File: config.mk
export PLATFORM = sky130hd
export DESIGN_NAME = mips_multicycle_ctrl_flat
export DESIGN_NICKNAME = d
export VERILOG_FILES = /design/src/rtl/mips_multicycle_ctrl_if.sv /design/src/rtl/mips_multicycle_ctrl.sv /design/src/flat_wrapper.sv
export SDC_FILE = /design/constraint.sdc
export NUM_CORES = 1
export LEC_CHECK = 0
export CORE_ASPECT_RATIO = 0.8
export CORE_MARGIN = 1
export CORE_UTILIZATION = 48
export CTS_CLUSTER_SIZE = 16
export DETAILED_ROUTE_END_ITERATION = 8
export HOLD_SLACK_MARGIN = 0.03
export PLACE_DENSITY = 0.79
export SYNTH_ARGS = -nofsm -noshare
export SYNTH_HDL_FRONTEND = slang
export SYNTH_SLANG_ARGS = --single-unit
File: constraint.sdc
create_clock -name clk -period 2.8 [get_ports clk]
set_input_delay 0.42 -clock clk [delete_from_list [all_inputs] [get_ports clk]]
set_output_delay 0.42 -clock clk [all_outputs]
set_load 0.03 [all_outputs]
File: src/rtl/mips_multicycle_ctrl_if.sv
// ---------------------------------------------------------------------------
// mips_multicycle_ctrl_if
// Memory handshake bundle between the multi-cycle controller and the
// instruction/data memories.
//   imem_req   : controller requests an instruction fetch
//   imem_ready : instruction memory has the instruction on the bus
//   dmem_req   : controller requests a data access
//   dmem_we    : data access is a write (valid with dmem_req)
//   mem_size   : 00 byte, 01 half, 10 word (valid with dmem_req)
//   dmem_ready : data memory completes the access this cycle
// master = controller side, slave = memory side.
// ---------------------------------------------------------------------------
interface mips_multicycle_ctrl_if;
  logic       imem_req;
  logic       imem_ready;
  logic       dmem_req;
  logic       dmem_ready;
  logic       dmem_we;
  logic [1:0] mem_size;

  modport master (
    output imem_req, dmem_req, dmem_we, mem_size,
    input  imem_ready, dmem_ready
  );

  modport slave (
    input  imem_req, dmem_req, dmem_we, mem_size,
    output imem_ready, dmem_ready
  );
endinterface

File: src/rtl/mips_multicycle_ctrl.sv
// ---------------------------------------------------------------------------
// mips_multicycle_ctrl
// Multi-cycle control FSM for the MIPS_32 datapath. Sequences one instruction
// at a time through FETCH/DECODE/EXEC/MEM/WB, handshakes with the memories,
// traps on illegal encodings or memory timeouts, counts retired instructions.
// Ports:
//   clk, reset          : clock, synchronous active-high reset
//   opcode, funct       : IR fields, valid from DECODE until the next ir_load
//   alu_branch          : ALU branch-condition result, used in EXEC only
//   mem_if (master)     : imem/dmem request/ready handshake, dmem_we, mem_size
//   ir_load .. reg_write: datapath enables, decoded from state and opcode
//   err                 : sticky error code (01 opcode, 10 funct, 11 timeout)
//   state               : debug view of the FSM state
//   instr_count         : retired instruction count, wraps
// ---------------------------------------------------------------------------
module mips_multicycle_ctrl #(
  parameter int MEM_TIMEOUT = 16,
  parameter int CNT_W       = 32
) (
  input  logic                   clk,
  input  logic                   reset,
  input  logic [5:0]             opcode,
  input  logic [5:0]             funct,
  input  logic                   alu_branch,
  mips_multicycle_ctrl_if.master mem_if,
  output logic                   ir_load,
  output logic                   pc_write,
  output logic                   pc_src,
  output logic                   regs_load,
  output logic                   alu_out_load,
  output logic                   mem_to_reg,
  output logic                   reg_dst,
  output logic                   reg_write,
  output logic [1:0]             err,
  output logic [2:0]             state,
  output logic [CNT_W-1:0]       instr_count
);

  // The wait counter only needs to reach MEM_TIMEOUT-1: the low cycle seen
  // while it holds that value is the last one allowed.
  localparam int                WAIT_W    = $clog2(MEM_TIMEOUT);
  localparam logic [WAIT_W-1:0] WAIT_LAST = WAIT_W'(MEM_TIMEOUT - 1);

  typedef enum logic [2:0] {
    ST_FETCH  = 3'd0,
    ST_DECODE = 3'd1,
    ST_EXEC   = 3'd2,
    ST_MEM    = 3'd3,
    ST_WB     = 3'd4,
    ST_TRAP   = 3'd7
  } state_e;

  localparam logic [1:0] ERR_OPCODE  = 2'b01;
  localparam logic [1:0] ERR_FUNCT   = 2'b10;
  localparam logic [1:0] ERR_TIMEOUT = 2'b11;

  state_e            state_q, state_d;
  logic [1:0]        err_q, err_d;
  logic [CNT_W-1:0]  cnt_q, cnt_d;
  logic [WAIT_W-1:0] wait_q, wait_d;
  logic              retire;

  logic is_rtype, is_imm, is_branch, is_store, is_load, funct_ok, opcode_ok;

  assign is_rtype  = (opcode == 6'b000000);
  assign is_imm    = opcode inside {6'b001000, 6'b001100, 6'b001101, 6'b001010};
  assign is_branch = opcode inside {6'b000100, 6'b000101, 6'b000001};
  assign is_store  = opcode inside {6'b101000, 6'b101001, 6'b101011};
  assign is_load   = opcode inside {6'b100000, 6'b100001, 6'b100011};
  assign funct_ok  = funct inside {6'b100000, 6'b100010, 6'b100100,
                                   6'b100111, 6'b100101, 6'b101010};
  assign opcode_ok = is_rtype | is_imm | is_branch | is_store | is_load;

  // State, error, retire counter and wait counter registers.
  always_ff @(posedge clk) begin
    if (reset) begin
      state_q <= ST_FETCH;
      err_q   <= 2'b00;
      cnt_q   <= '0;
      wait_q  <= '0;
    end else begin
      state_q <= state_d;
      err_q   <= err_d;
      cnt_q   <= cnt_d;
      wait_q  <= wait_d;
    end
  end

  // Next-state logic. The wait counter is zero in every state except while
  // counting low-ready cycles, so it is already clear on entry to FETCH/MEM.
  always_comb begin
    state_d = state_q;
    err_d   = err_q;
    wait_d  = '0;
    retire  = 1'b0;
    case (state_q)
      ST_FETCH: begin
        if (mem_if.imem_ready) begin
          state_d = ST_DECODE;
        end else if (wait_q == WAIT_LAST) begin
          state_d = ST_TRAP;
          err_d   = ERR_TIMEOUT;
        end else begin
          wait_d = wait_q + 1'b1;
        end
      end
      ST_DECODE: begin
        if (!opcode_ok) begin
          state_d = ST_TRAP;
          err_d   = ERR_OPCODE;
        end else if (is_rtype && !funct_ok) begin
          state_d = ST_TRAP;
          err_d   = ERR_FUNCT;
        end else begin
          state_d = ST_EXEC;
        end
      end
      ST_EXEC: begin
        if (is_branch) begin
          state_d = ST_FETCH;
          retire  = 1'b1;
        end else if (is_load || is_store) begin
          state_d = ST_MEM;
        end else begin
          state_d = ST_WB;
        end
      end
      ST_MEM: begin
        if (mem_if.dmem_ready) begin
          if (is_store) begin
            state_d = ST_FETCH;
            retire  = 1'b1;
          end else begin
            state_d = ST_WB;
          end
        end else if (wait_q == WAIT_LAST) begin
          state_d = ST_TRAP;
          err_d   = ERR_TIMEOUT;
        end else begin
          wait_d = wait_q + 1'b1;
        end
      end
      ST_WB: begin
        state_d = ST_FETCH;
        retire  = 1'b1;
      end
      ST_TRAP: begin
        state_d = ST_TRAP;
      end
      default: begin
        state_d = ST_FETCH;
      end
    endcase
    cnt_d = retire ? (cnt_q + 1'b1) : cnt_q;
  end

  // Output decode. Everything is forced low while reset is high.
  always_comb begin
    mem_if.imem_req = 1'b0;
    mem_if.dmem_req = 1'b0;
    mem_if.dmem_we  = 1'b0;
    mem_if.mem_size = 2'b00;
    ir_load         = 1'b0;
    pc_write        = 1'b0;
    pc_src          = 1'b0;
    regs_load       = 1'b0;
    alu_out_load    = 1'b0;
    mem_to_reg      = 1'b0;
    reg_dst         = 1'b0;
    reg_write       = 1'b0;
    err             = 2'b00;
    state           = 3'd0;
    instr_count     = '0;
    if (reset) begin
      state = 3'd0;
    end else begin
      state       = state_q;
      err         = err_q;
      instr_count = cnt_q;
      case (state_q)
        ST_FETCH: begin
          mem_if.imem_req = 1'b1;
          ir_load         = mem_if.imem_ready;
          pc_write        = mem_if.imem_ready;
        end
        ST_DECODE: begin
          regs_load = 1'b1;
        end
        ST_EXEC: begin
          if (is_branch) begin
            pc_write = alu_branch;
            pc_src   = alu_branch;
          end else begin
            alu_out_load = 1'b1;
          end
        end
        ST_MEM: begin
          mem_if.dmem_req = 1'b1;
          mem_if.dmem_we  = is_store;
          case (opcode[1:0])
            2'b00:   mem_if.mem_size = 2'b00;
            2'b01:   mem_if.mem_size = 2'b01;
            2'b11:   mem_if.mem_size = 2'b10;
            default: mem_if.mem_size = 2'b00;
          endcase
        end
        ST_WB: begin
          reg_write  = 1'b1;
          reg_dst    = is_rtype;
          mem_to_reg = is_load;
        end
        default: begin
          reg_write = 1'b0;
        end
      endcase
    end
  end

endmodule

File: src/flat_wrapper.sv
// flat-port wrapper written by rule: the top's interface ports become plain ports
module mips_multicycle_ctrl_flat 
#(
  parameter int MEM_TIMEOUT = 16,
  parameter int CNT_W       = 32
)
  (clk, reset, opcode, funct, alu_branch, ir_load, pc_write, pc_src, regs_load, alu_out_load, mem_to_reg, reg_dst, reg_write, err, state, instr_count, mem_if_imem_req, mem_if_dmem_req, mem_if_dmem_we, mem_if_mem_size, mem_if_imem_ready, mem_if_dmem_ready);
  mips_multicycle_ctrl_if mem_if_i ();
  input  logic clk;
  input  logic reset;
  input  logic [5:0] opcode;
  input  logic [5:0] funct;
  input  logic alu_branch;
  output logic ir_load;
  output logic pc_write;
  output logic pc_src;
  output logic regs_load;
  output logic alu_out_load;
  output logic mem_to_reg;
  output logic reg_dst;
  output logic reg_write;
  output logic [1:0] err;
  output logic [2:0] state;
  output logic [CNT_W-1:0] instr_count;
  output wire logic [$bits(mem_if_i.imem_req)-1:0] mem_if_imem_req;
  output wire logic [$bits(mem_if_i.dmem_req)-1:0] mem_if_dmem_req;
  output wire logic [$bits(mem_if_i.dmem_we)-1:0] mem_if_dmem_we;
  output wire logic [$bits(mem_if_i.mem_size)-1:0] mem_if_mem_size;
  input wire logic [$bits(mem_if_i.imem_ready)-1:0] mem_if_imem_ready;
  input wire logic [$bits(mem_if_i.dmem_ready)-1:0] mem_if_dmem_ready;
  assign mem_if_imem_req = mem_if_i.imem_req;
  assign mem_if_dmem_req = mem_if_i.dmem_req;
  assign mem_if_dmem_we = mem_if_i.dmem_we;
  assign mem_if_mem_size = mem_if_i.mem_size;
  assign mem_if_i.imem_ready = mem_if_imem_ready;
  assign mem_if_i.dmem_ready = mem_if_dmem_ready;
  mips_multicycle_ctrl #(.MEM_TIMEOUT(MEM_TIMEOUT), .CNT_W(CNT_W)) u_core (.clk(clk), .reset(reset), .opcode(opcode), .funct(funct), .alu_branch(alu_branch), .mem_if(mem_if_i), .ir_load(ir_load), .pc_write(pc_write), .pc_src(pc_src), .regs_load(regs_load), .alu_out_load(alu_out_load), .mem_to_reg(mem_to_reg), .reg_dst(reg_dst), .reg_write(reg_write), .err(err), .state(state), .instr_count(instr_count));
endmodule
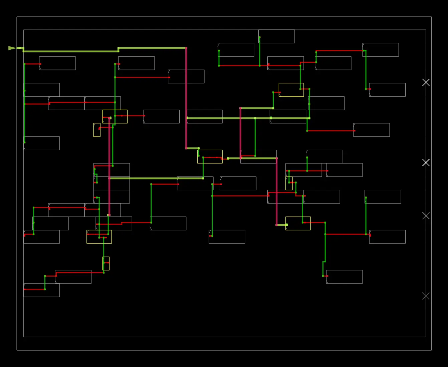
(run_1/clock_nets.png)
clock group total power: 380 uW
flop count: 41
clock net sink count: 41
largest clock skew in the final design: 0.007054 ns
clkbuf count: 8

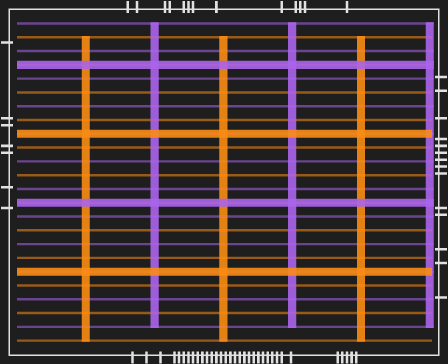
(run_1/floorplan.png)
Pins as bars on the die edge.
net	color
VDD	purple
VSS	orange
rows	23
met4 straps	6
largest voltage drop on the vdd net: 0.3254 mV
Core ar.: 0.005122 mm^2
die extent in x: 84.43 um
height of the die: 67.94 um

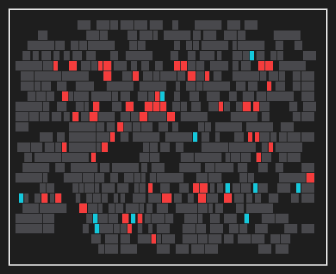
(run_1/gates.png)
family	color	cells
nand cells	red	50
inv cells	cyan	11

==> run summary, run 1 <==
Notes from the flow run.

Global route:
- Routing resource usage on met1 recorded by global route was 32.60%.
- The run puts the number of global-route vias before repair at 2340.
- Summed over all layers, the global routing overflow is 0.
- The run gives the maximum number of pins on one net before global-route repair as 74.
- The run gives the number of antenna violations at the first check in global routing as 0.

Routing:
- For this block, the via count after detailed routing is 2751.
- The highest metal layer carrying signal wires in the routed design is met4.
- The run puts the mean number of vias per cell at 5.878.
- The run gives the post-detailed-route count of antenna-violating nets as 0.
- The run puts the detailed-route DRC error count at 8.

Critical path:
- The run puts the maximum fanout count along the critical path at 4.
- The run gives the cell type with the highest occurrence count on the critical path as sky130_fd_sc_hd__buf_4.

Floorplan:
- The run puts the floorplan core density at 50.93%.
- In this run the count of I/O pins placed on the die edge is 67.
- The run puts the total number of placement rows at 23.
- The die covers 0.005736 mm^2.

Timing:
- Counting pins that exceed their max-slew limit in the final report gives 0.
- The run puts the number of hold violations in the final report at 0.
- In the final timing run, aggregate negative setup slack is 0 ns.
- The run gives the time the worst path needs with I/O delays and setup as 2.635 ns.

Hold path:
- According to the hold report, the worst path is of the flip-flop to flip-flop type.

CTS:
- The run puts the clock latency on the worst-skew pair at 0.30 ns.
- Looking at the post-CTS report, the setup buffer insertion count equals 0.
- The run gives the number of buffers inserted for hold repair after clock tree synthesis as 0.
- The cell sitting at the root of the clock tree is a sky130_fd_sc_hd__clkbuf_8.
- The clock H-tree reported by CTS has 2 levels.
- The run puts the number of gates given a new drive strength after cts at 0.

Place:
- The run puts the worst slack at placement at 0.04893 ns.

Finish:
- The run puts the combinational share of cell area at 48.04%.
- The run gives the clock-cell share of area as 2.321%.
- The run gives the inverter tally of the final layout excluding the clock network as 11.
- The run puts the post-layout net count at 424.
- The run puts the utilization after layout at 67.37%.
- The run gives the layout overhead on the synthesized area as 32.28%.
- In the final design, more cell area goes to multi-input combinational cells than to any other class.
- By instance count after routing, the leading logic cell types are sky130_fd_sc_hd__clkdlybuf4s50_1 (61), sky130_fd_sc_hd__dfxtp_1 (41), sky130_fd_sc_hd__nor2b_1 (33).
- The run puts the number of antenna diodes at 0.
- The run gives the post-route cell area as 0.003451 mm^2.
- The run puts the total number of multi-input combinational cells at 267.
- The run puts the area occupied by registers at 820.8 um^2.

Synth:
- The run gives the proportion of synthesized area in mux cells as 2.398%.
- The synthesized netlist occupies a cell area of 0.002609 mm^2.
- The run puts the chip area in the Yosys report at 0.002609 mm^2.
- The run puts the fraction of the mapped netlist area in adder cells at 0.9592%.
- The run gives the post-synthesis cell type with the largest combined area as sky130_fd_sc_hd__dfxtp_1.
- The run gives the post-synthesis sequential area ratio as 31.46%.

Run status:
- The run finished, with violations left.
- The checks that failed: design-rule violations.

Power:
- The run puts the register share of total power at 48.3%.
-- run 1: final timing paths --
check / start / end / cells after the start
worst min-delay path: u_core.wait_q[0]$_SDFF_PP0_ / u_core.wait_q[0]$_SDFF_PP0_ / 1
worst max register to register: u_core.state_q[2]$_SDFF_PP0_ / u_core.cnt_q[30]$_SDFFE_PP0P_ / 6
worst min register to register: u_core.wait_q[0]$_SDFF_PP0_ / u_core.wait_q[0]$_SDFF_PP0_ / 1
worst max-delay path: opcode[1] / pc_write / 8
-- run 1: cells in the mapped netlist (3+ instances only) --
| cell | count |
|---|---|
| sky130_fd_sc_hd__clkbuf_1 | 16 |
| sky130_fd_sc_hd__nand2_1 | 17 |
| sky130_fd_sc_hd__or4_1 | 23 |
| sky130_fd_sc_hd__nand3_1 | 16 |
| sky130_fd_sc_hd__nand2b_1 | 4 |
| sky130_fd_sc_hd__nor3_1 | 12 |
| sky130_fd_sc_hd__nor2b_1 | 33 |
| sky130_fd_sc_hd__mux2i_1 | 4 |
| sky130_fd_sc_hd__nor3b_1 | 4 |
| sky130_fd_sc_hd__o31ai_1 | 21 |
| sky130_fd_sc_hd__and2_1 | 6 |
| sky130_fd_sc_hd__o21ai_0 | 12 |
| sky130_fd_sc_hd__nand4_1 | 12 |
| sky130_fd_sc_hd__inv_1 | 11 |
| sky130_fd_sc_hd__dfxtp_1 | 41 |
| sky130_fd_sc_hd__nor2_1 | 24 |
| sky130_fd_sc_hd__a21oi_1 | 30 |
| sky130_fd_sc_hd__and3_1 | 7 |
| sky130_fd_sc_hd__or3_1 | 7 |
| sky130_fd_sc_hd__and4_1 | 3 |
-- run 1: registers in the layout, summed over array words and instances, names as in the netlist --
name,cells
u_core.state_q,3
u_core.cnt_q,32
u_core.err_q,2
u_core.wait_q,4
==> run_1/m1.png <==
Supply wires on this layer in gray.
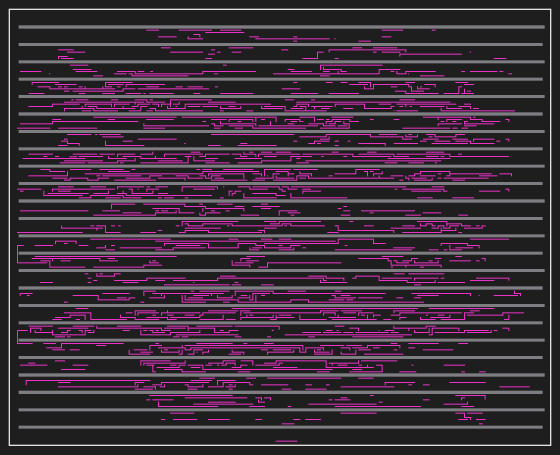

==> inputs of run 2 (changes only) <==
MAX_ROUTING_LAYER = met4   (was unset)
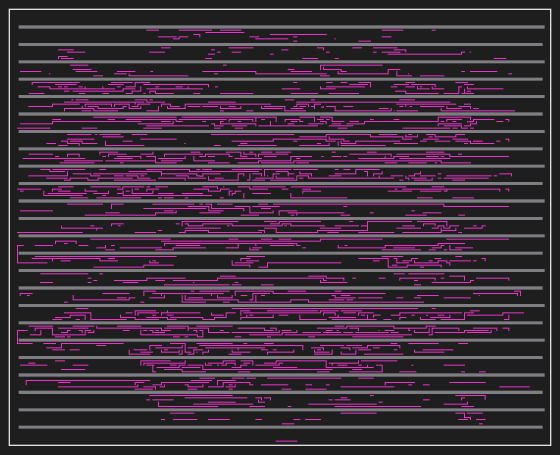
(run_2/m1.png)
Supply wires on this layer in gray.
share of all routed wire	49%
main direction	horizontal
longest straight run	29.0 um
met1 capacity usage during global routing: 32.89%
total wirelength of the detailed-routed design: 6742 um
detailed-route via count: 2755

==> run summary, run 2 <==
Notes from the flow run.

Synth:
- The commonest cells after synthesis are sky130_fd_sc_hd__dfxtp_1 (41), sky130_fd_sc_hd__nor2b_1 (33), sky130_fd_sc_hd__a21oi_1 (30), sky130_fd_sc_hd__nor2_1 (24), sky130_fd_sc_hd__or4_1 (23).
- The chip area in the Yosys report is 0.002609 mm^2 (unchanged).
- Looking at the gate-level netlist, the highest instance count belongs to sky130_fd_sc_hd__dfxtp_1.
- Of all cell types, the one taking the most synthesized area is sky130_fd_sc_hd__dfxtp_1.
- The run gives the total standard cell area after synthesis as 0.002609 mm^2 (unchanged).

Hold path:
- The run gives the worst min-delay path class as flip-flop to flip-flop.
- The run puts the number of cells on the worst hold path at 1 (unchanged).
- Looking at hold timing, the worst path starts from u_core.wait_q[0]$_SDFF_PP0_.

Global route:
- The run gives the global-route congestion overflow total as 0 (unchanged).
- The run gives the number of global-route vias before repair as 2334 (-0.26%).

Floorplan:
- The run gives the placeable core region as 0.005122 mm^2 (unchanged).
- The horizontal die dimension came to 84.43 um (unchanged).
- The run gives the floorplan core density as 50.93% (unchanged).
- The die outline area is 0.005736 mm^2 (unchanged).
- The run gives the number of top-level pins as 67 (unchanged).
- The run gives the height of the die as 67.94 um (unchanged).
- The run gives the total number of placement rows as 23 (unchanged).

CTS:
- The run gives the number of gates given a new drive strength after cts as 0 (unchanged).
- The run gives the clock root buffer master as sky130_fd_sc_hd__clkbuf_8.
- The number of buffers inserted for hold repair after clock tree synthesis came to 0 (unchanged).
- The run gives the total number of H-tree levels as 2 (unchanged).
- The clock sink count was 41 (unchanged).
- The run puts the clock latency on the worst-skew pair at 0.30 ns (about the same).

Routing:
- The run puts the detailed-route DRC error count at 8 (unchanged).
- The run gives the mean number of vias per cell as 5.887 (+0.15%).
- The post-detailed-route count of antenna-violating nets is 0 (unchanged).

Critical path:
- The run gives the cell count of the worst reg-to-reg path as 5 (-1).
- The startpoint identified for the worst register-to-register timing path is u_core.cnt_q[4]$_SDFFE_PP0P_.
- The run puts the maximum fanout count along the critical path at 4 (unchanged).

Run status:
- The run finished, with violations left.
- The final reports fail on design-rule violations.

Timing:
- The setup TNS came to 0 ns (unchanged).
- The run puts the worst-case clock skew at 0.006766 ns (-0.0002880 ns).
- The run puts the count of final max-slew check failures at 0 (unchanged).

Finish:
- The run gives the number of antenna diodes as 0 (unchanged).
- The largest registers in the layout are u_core.cnt_q: 32 flops, u_core.wait_q: 4 flops, u_core.state_q: 3 flops.
- The run puts the post-route cell area at 0.003451 mm^2 (unchanged).
- In the layout the commonest cells are sky130_fd_sc_hd__clkdlybuf4s50_1 (61), sky130_fd_sc_hd__dfxtp_1 (41), sky130_fd_sc_hd__nor2b_1 (33).
- The run gives the post-layout net count as 424 (unchanged).
- The run gives the top register by number of flip-flops as u_core.cnt_q.
- The run puts the layout overhead on the synthesized area at 32.28% (unchanged).
- The run gives the utilization after layout as 67.37% (unchanged).

Place:
- The run puts the worst slack at placement at 0.04893 ns (unchanged).
run 2: worst max path at each step:
stage	cells after the start	from	end	slack [ns]
finish	8	opcode[1]	pc_write	0.16
global route	8	opcode[1]	pc_write	0.01
CTS	6	opcode[1]	alu_out_load	0.06
detailed placement	7	opcode[1]	u_core.cnt_q[30]$_SDFFE_PP0P_	0.05
global placement	6	opcode[1]	alu_out_load	0.09
floorplan	5	opcode[1]	pc_write	0.50
run 2: worst max-delay path, stage by stage:
cell                              delay, ns
sky130_fd_sc_hd__clkdlybuf4s50_1       0.43
sky130_fd_sc_hd__or3_4                 0.40
sky130_fd_sc_hd__buf_4                 0.14
sky130_fd_sc_hd__nor2_1                0.24
sky130_fd_sc_hd__nand3_1               0.11
sky130_fd_sc_hd__a21boi_0              0.13
sky130_fd_sc_hd__nor3_1                0.15
sky130_fd_sc_hd__buf_4                 0.19
run 2: report_power, final:
part	internal [uW]	switching (uW)	leakage (uW)
combinational	117	165	0.000794
clock	177	204	0.0000395
sequential	598	22.6	0.000331
total	892	392	0.00116
run 2: final cells by class:
class                   instances  area (um^2)
clock buffers                   8        80.08
fillers                       452         1672
inverters                      11        41.29
multi-input cells             267         1658
flip-flops and latches         41        820.8
well taps                      62        77.57
repair buffers                 79        773.2
run 2: cell families after synthesis:
group                      count (synthesis)  synth area share, %
xor gates and xnor gates                   3                1.007
and+or+nand+nor                          178                40.05
adders and majority gates                  2               0.9591
buffers and inverters                     32                5.276
muxes                                      6                2.398
DFF                                       41                31.46
AOI/OAI and AO/OA                         78                18.85
run 2: per-layer routing:
layer | part of all wire, % | global-route usage (%) | up-vias
met5 | 0 | - | -
met4 | 1.1 | 7.203 | 0
met3 | 5.0 | 4.584 | 9
met2 | 45 | 38.83 | 75
met1 | 49 | 32.89 | 1279
li1 | - | - | 1392
==> inputs of run 3 (changes only) <==
ABC_CLOCK_PERIOD_IN_PS = 2800   (was unset)
SLEW_MARGIN = 20   (was unset)
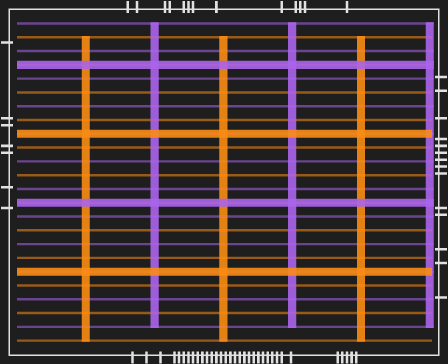
(run_3/floorplan.png)
Pins as bars on the die edge.
net	color
VDD	purple
VSS	orange
rows	23
met1 rails	24
met4 straps	6
largest voltage drop on the vdd net: 0.3238 mV

==> run summary, run 3 <==
Notes from the flow run.

Run status:
- The flow ran to the end, but the final reports show violations.
- The final reports fail on design-rule violations.

Synth:
- Among the non-sequential cells, simple AND/OR/NAND/NOR gates take the most area.
- The run gives the chip area in the Yosys report as 0.002609 mm^2 (unchanged).
- The run puts the fraction of the mapped netlist area in adder cells at 0.9592% (unchanged).
- In the synthesized netlist, the cells that appear most often are sky130_fd_sc_hd__dfxtp_1 (41), sky130_fd_sc_hd__nor2b_1 (33), sky130_fd_sc_hd__a21oi_1 (30), sky130_fd_sc_hd__nor2_1 (24), sky130_fd_sc_hd__or4_1 (23).
- The run gives the and-or/or-and share of the synthesized area as 18.85% (unchanged).
- The run gives the total standard cell area after synthesis as 0.002609 mm^2 (unchanged).
- The synthesis stats list as the most numerous cell sky130_fd_sc_hd__dfxtp_1.
- The area fraction in xor and xnor cells came to 1.007% (unchanged).
- The run gives the area fraction in and, or, nand and nor cells as 40.05% (unchanged).

Critical path:
- The report lists the cells along the critical path as clkdlybuf4s50_1 -> or3_4 -> buf_4 -> nor2_1 -> nand3_1 -> a21boi_0 -> nor3_1 -> buf_4.
- The run gives the buffers plus inverters on the worst setup path as 3 (unchanged).
- Among cell families on the critical path, the largest total delay comes from simple AND/OR/NAND/NOR gates.

Global route:
- The run gives the number of global-route vias before repair as 2334 (unchanged).
- The run gives the global-route congestion overflow total as 0 (unchanged).

Power:
- The power consumed by combinational cells is 283 uW (about the same).
- The run puts the register share of total power at 48.3% (about the same).
- The run puts the portion of total power attributed to combinational logic at 22.0% (about the same).
- The power in sequential cells was 620 uW (about the same).
- The run puts the internal power at 892.3 uW (unchanged).

Routing:
- The routed wire length came to 6742 um (unchanged).
- The detailed-route DRC error count is 8 (unchanged).
- The run puts the post-detailed-route count of antenna-violating nets at 0 (unchanged).

Finish:
- The run puts the number of antenna diodes at 0 (unchanged).
- In the final layout, the registers with the most flip-flops are u_core.cnt_q: 32 flops, u_core.wait_q: 4 flops, u_core.state_q: 3 flops.
- Counting flops per register, the top entry is u_core.cnt_q.
- The post-layout net count is 424 (unchanged).
- The run puts the utilization after layout at 67.37% (unchanged).
- By instance count after routing, the leading logic cell types are sky130_fd_sc_hd__clkdlybuf4s50_1 (61), sky130_fd_sc_hd__dfxtp_1 (41), sky130_fd_sc_hd__nor2b_1 (33).

CTS:
- The tree is rooted in a sky130_fd_sc_hd__clkbuf_8.
- The run puts the clock latency on the worst-skew pair at 0.30 ns (about the same).
- The run puts the clock sink count at 41 (unchanged).

Hold path:
- Checking hold timing, the worst path is listed with class flip-flop to flip-flop.

Floorplan:
- The total number of placement rows is 23 (unchanged).
- The run puts the number of top-level pins at 67 (unchanged).
- The horizontal die dimension was 84.43 um (unchanged).
- The run gives the placeable core region as 0.005122 mm^2 (unchanged).

Place:
- The run puts the worst slack at placement at 0.04893 ns (unchanged).

Timing:
- The run gives the setup TNS as 0 ns (unchanged).
run 3: layer usage:
layer / GRT usage, % / vias to the layer above / part of all wire [%]
li1: - / 1392 / -
met3: 4.584 / 9 / 5.0
met4: 7.203 / 0 / 1.1
met5: - / - / 0
met2: 38.83 / 75 / 45
met1: 32.89 / 1279 / 49
run 3: worst paths after layout:
path                                      from                            end  slack [ns]  depth (start not counted)
setup reg to reg  u_core.cnt_q[4]$_SDFFE_PP0P_  u_core.cnt_q[27]$_SDFFE_PP0P_        0.62                          5
hold reg to reg    u_core.wait_q[0]$_SDFF_PP0_    u_core.wait_q[0]$_SDFF_PP0_        0.47                          1
setup / recovery                     opcode[1]                       pc_write        0.16                          8
hold / removal     u_core.wait_q[0]$_SDFF_PP0_    u_core.wait_q[0]$_SDFF_PP0_        0.47                          1
run 3: metrics by stage:
step                area [um^2]  total power (uW)
CTS                        3448              1291
finish                     3451              1284
floorplan                  2609             805.8
global route               3451              1340
detailed placement         3368             913.8
global placement           3368             909.3
run 3: layout make-up:
| type | count | area [um^2] | share of cell area [%] |
|---|---|---|---|
| clock buffers | 8 | 80.08 | 2.321 |
| inverters | 11 | 41.29 | 1.197 |
| multi-input cells | 267 | 1658 | 48.04 |
| flip-flops and latches | 41 | 820.8 | 23.79 |
| well taps | 62 | 77.57 | 2.248 |
| repair buffers | 79 | 773.2 | 22.41 |
run 3: kinds of logic after synthesis:
family | after synthesis
DFF | 41
muxes | 6
and+or+nand+nor | 178
buffers and inverters | 32
adders and majority gates | 2
AOI/OAI and AO/OA | 78
xor gates and xnor gates | 3
run 3: what timing repair did:
action / 4_1_cts / 5_1_grt
gates resized: 0 / 1
endpoints found under the setup margin: 0 / 1
hold endpoints to repair: 0 / 0
Power is estimated from default activity; no workload was simulated.
